Design fios_mm_sequencer, sky130hd; sources not shown.
Figure 1. Register map, names as in the netlist.
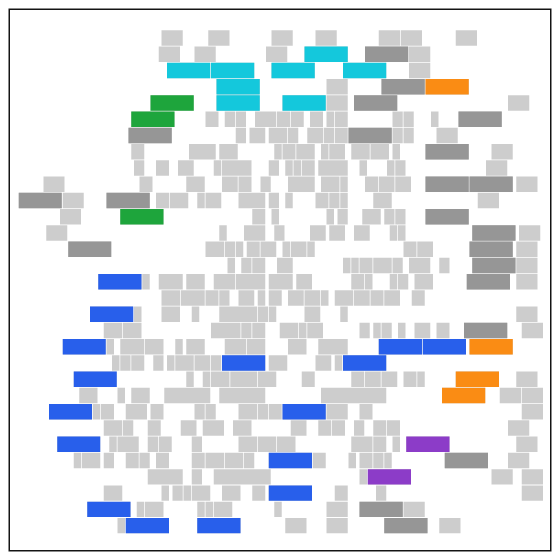
Purple stands for st, flops 2. Blue stands for t, flops 16. Cyan stands for m_reg_en_o, flops 8, where top center. Green stands for res_idx_o, flops 3. Orange stands for feed_idx_o, flops 4.
Another 21 sequential cells are not colored.
sequential logic power: 666 uW
sequential cell area: 1080 sq um
post-layout util: 46.2%
Seq/total area: 31.6%

Figure 2. Gate-type map.
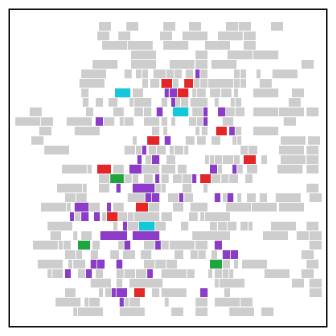
Green stands for multiplexers, cells 3, most used mux2i_1. Purple stands for NAND gates, cells 49, most used nand2_1. Red stands for AND-OR and OR-AND gates, cells 11, most used a211o_1. Cyan stands for adder and majority cells, cells 3, most used ha_1.
Layout Cells excl Fill: 456
combinational share of cell area: 43.4%
most frequent logic cell in the layout: dfxtp_1

Figure 3. Metal 3.
Bar = 20 um.
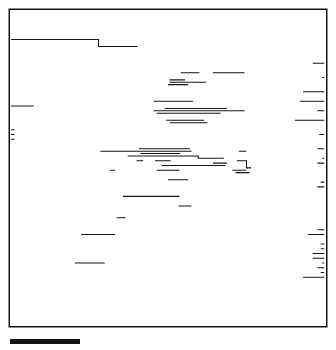
The longest straight run is 25.8 um. The layer holds 5.8% of the routed length. The layer carries 400 um of wire. 48 nets have wire on it. The wires run mostly horizontal.
Total Wirelength: 6870 um
DR vias: 2429
GRT met3 Usage: 3.37%

Figure 4. Routing congestion map.
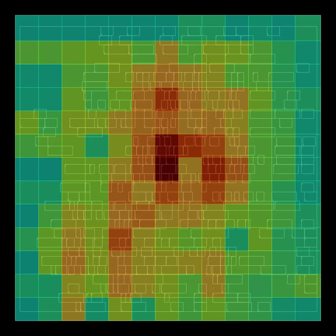
grt met2 use: 27.1%
routed len/inst: 15.1 um
aggregate global-route resource usage: 17.8%
GR peak layer: met2

Figure 5. Metal 2.
Cells faint in the background.
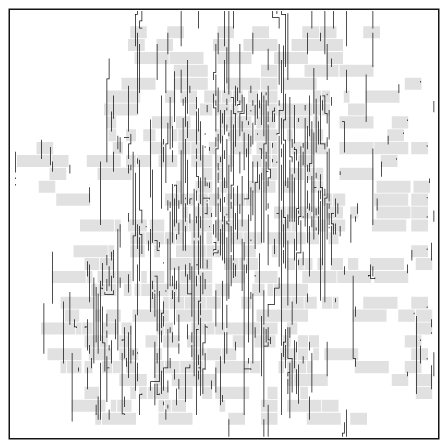
The wires run mostly vertical. 297 nets have wire on it.

==> CHANGELOG.md <==
### Physical design

- Status: finished, final reports clean
- Crit. End Element: flip-flop
- Clock Power Share: 39.2%
- # placed instances: 448
- Asr flop ratio synth: 0%
- Crit Path Max Fanout: 9
- Sink Count: 54
- Antenna violations before repair: 0
- Worst Hold Depth: 2
- First-pass GRT wire length: 11800 um
- Max frequency: 345 MHz
- CTS clock-pin slew for the worst setup and hold paths: 0.10 ns
- Die ar.: 8160 sq um
- Longest Clk Path Bufs: 2
- Crit path launch type: flip-flop
- Setup ws final: 0.351 ns
- Critical path type: reg2reg
- Psw: 259 uW
- Dominant combinational family: simple AND/OR/NAND/NOR gates
- CP Cell Sequence: nor4bb_1 > and4_1 > or3_1 > nor2_1 > buf_4 > inv_1 > ha_1 > nand4_1 > o22a_1 > a211oi_1
- Max IR drop VDD: 0.150 mV
- Seq share, synth: 39.6%
- Die W: 90.4 um
- CTS tree: done
- Yosys chip area: 2730 sq um
- Leak pwr: 0.00122 uW
- N_diodes: 0
- Complex Gates by Area: 10.6%
- Die height: 90.4 um
- Max-slew violations: 0
- Cycle use final: 89.2%
- Max cap viols: 0
- R2R depth: 10
- WL met1: 3370 um
- Met1 Resource Use GR: 25.1%
- Slew HR: 28.5%
- ANT nets after route: 0
- Fp util: 36.9%
- Syn Inst Count: 311
- Synthesis warning total: 0
- Via density: 5.33
- Sequential fraction of design power: 56.7%
- Cell area after layout: 3420 sq um
- Core Box Area: 7410 sq um
- H-tree depth: 2
- Largest Pwr Group: registers
- Clock skew: 0.00583 ns
## area by class of cell
cell class / instances / area, sq um / share of cell area (%)
clock buffers: 5 / 68.8 / 2.01
clock inverters: 3 / 47.5 / 1.39
inverters: 6 / 22.5 / 0.658
multi-input cells: 225 / 1490 / 43.4
flip-flops and latches: 54 / 1080 / 31.6
well taps: 99 / 124 / 3.62
repair buffers: 64 / 596 / 17.4
## Yosys cell counts (2+ instances only)
| master | instances | area share (%) |
|---|---|---|
| a211oi_1 | 2 | 0.55 |
| a211o_1 | 4 | 1.3 |
| and4_1 | 4 | 1.3 |
| nand2b_1 | 4 | 0.92 |
| nor4b_1 | 3 | 0.96 |
| a21oi_1 | 8 | 1.5 |
| mux2i_1 | 2 | 0.73 |
| nand4_4 | 2 | 1.6 |
| clkbuf_1 | 9 | 1.2 |
| or3_1 | 6 | 1.4 |
| or4_1 | 2 | 0.55 |
| ha_1 | 3 | 1.4 |
| and3_1 | 3 | 0.69 |
| nor3_2 | 2 | 0.73 |
| dfxtp_1 | 54 | 40 |
| and2_1 | 2 | 0.46 |
| nand3_1 | 14 | 2.6 |
| o21ai_0 | 5 | 0.92 |
| nor3_1 | 19 | 3.5 |
| nor2_1 | 37 | 5.1 |
| or2_2 | 3 | 0.69 |
| xor2_1 | 8 | 2.6 |
| o32a_1 | 2 | 0.73 |
| nand2_1 | 17 | 2.3 |
| nor3b_1 | 2 | 0.55 |
| nand4_1 | 8 | 1.8 |
| inv_1 | 6 | 0.82 |
| nor4_1 | 17 | 3.9 |
| xnor2_1 | 15 | 4.8 |
| a31oi_1 | 2 | 0.46 |
| buf_2 | 7 | 1.3 |
| o31ai_1 | 3 | 0.82 |
| nor2b_1 | 3 | 0.69 |
| buf_4 | 10 | 2.7 |
No activity file was given, so power comes from the tool's default toggle rates.
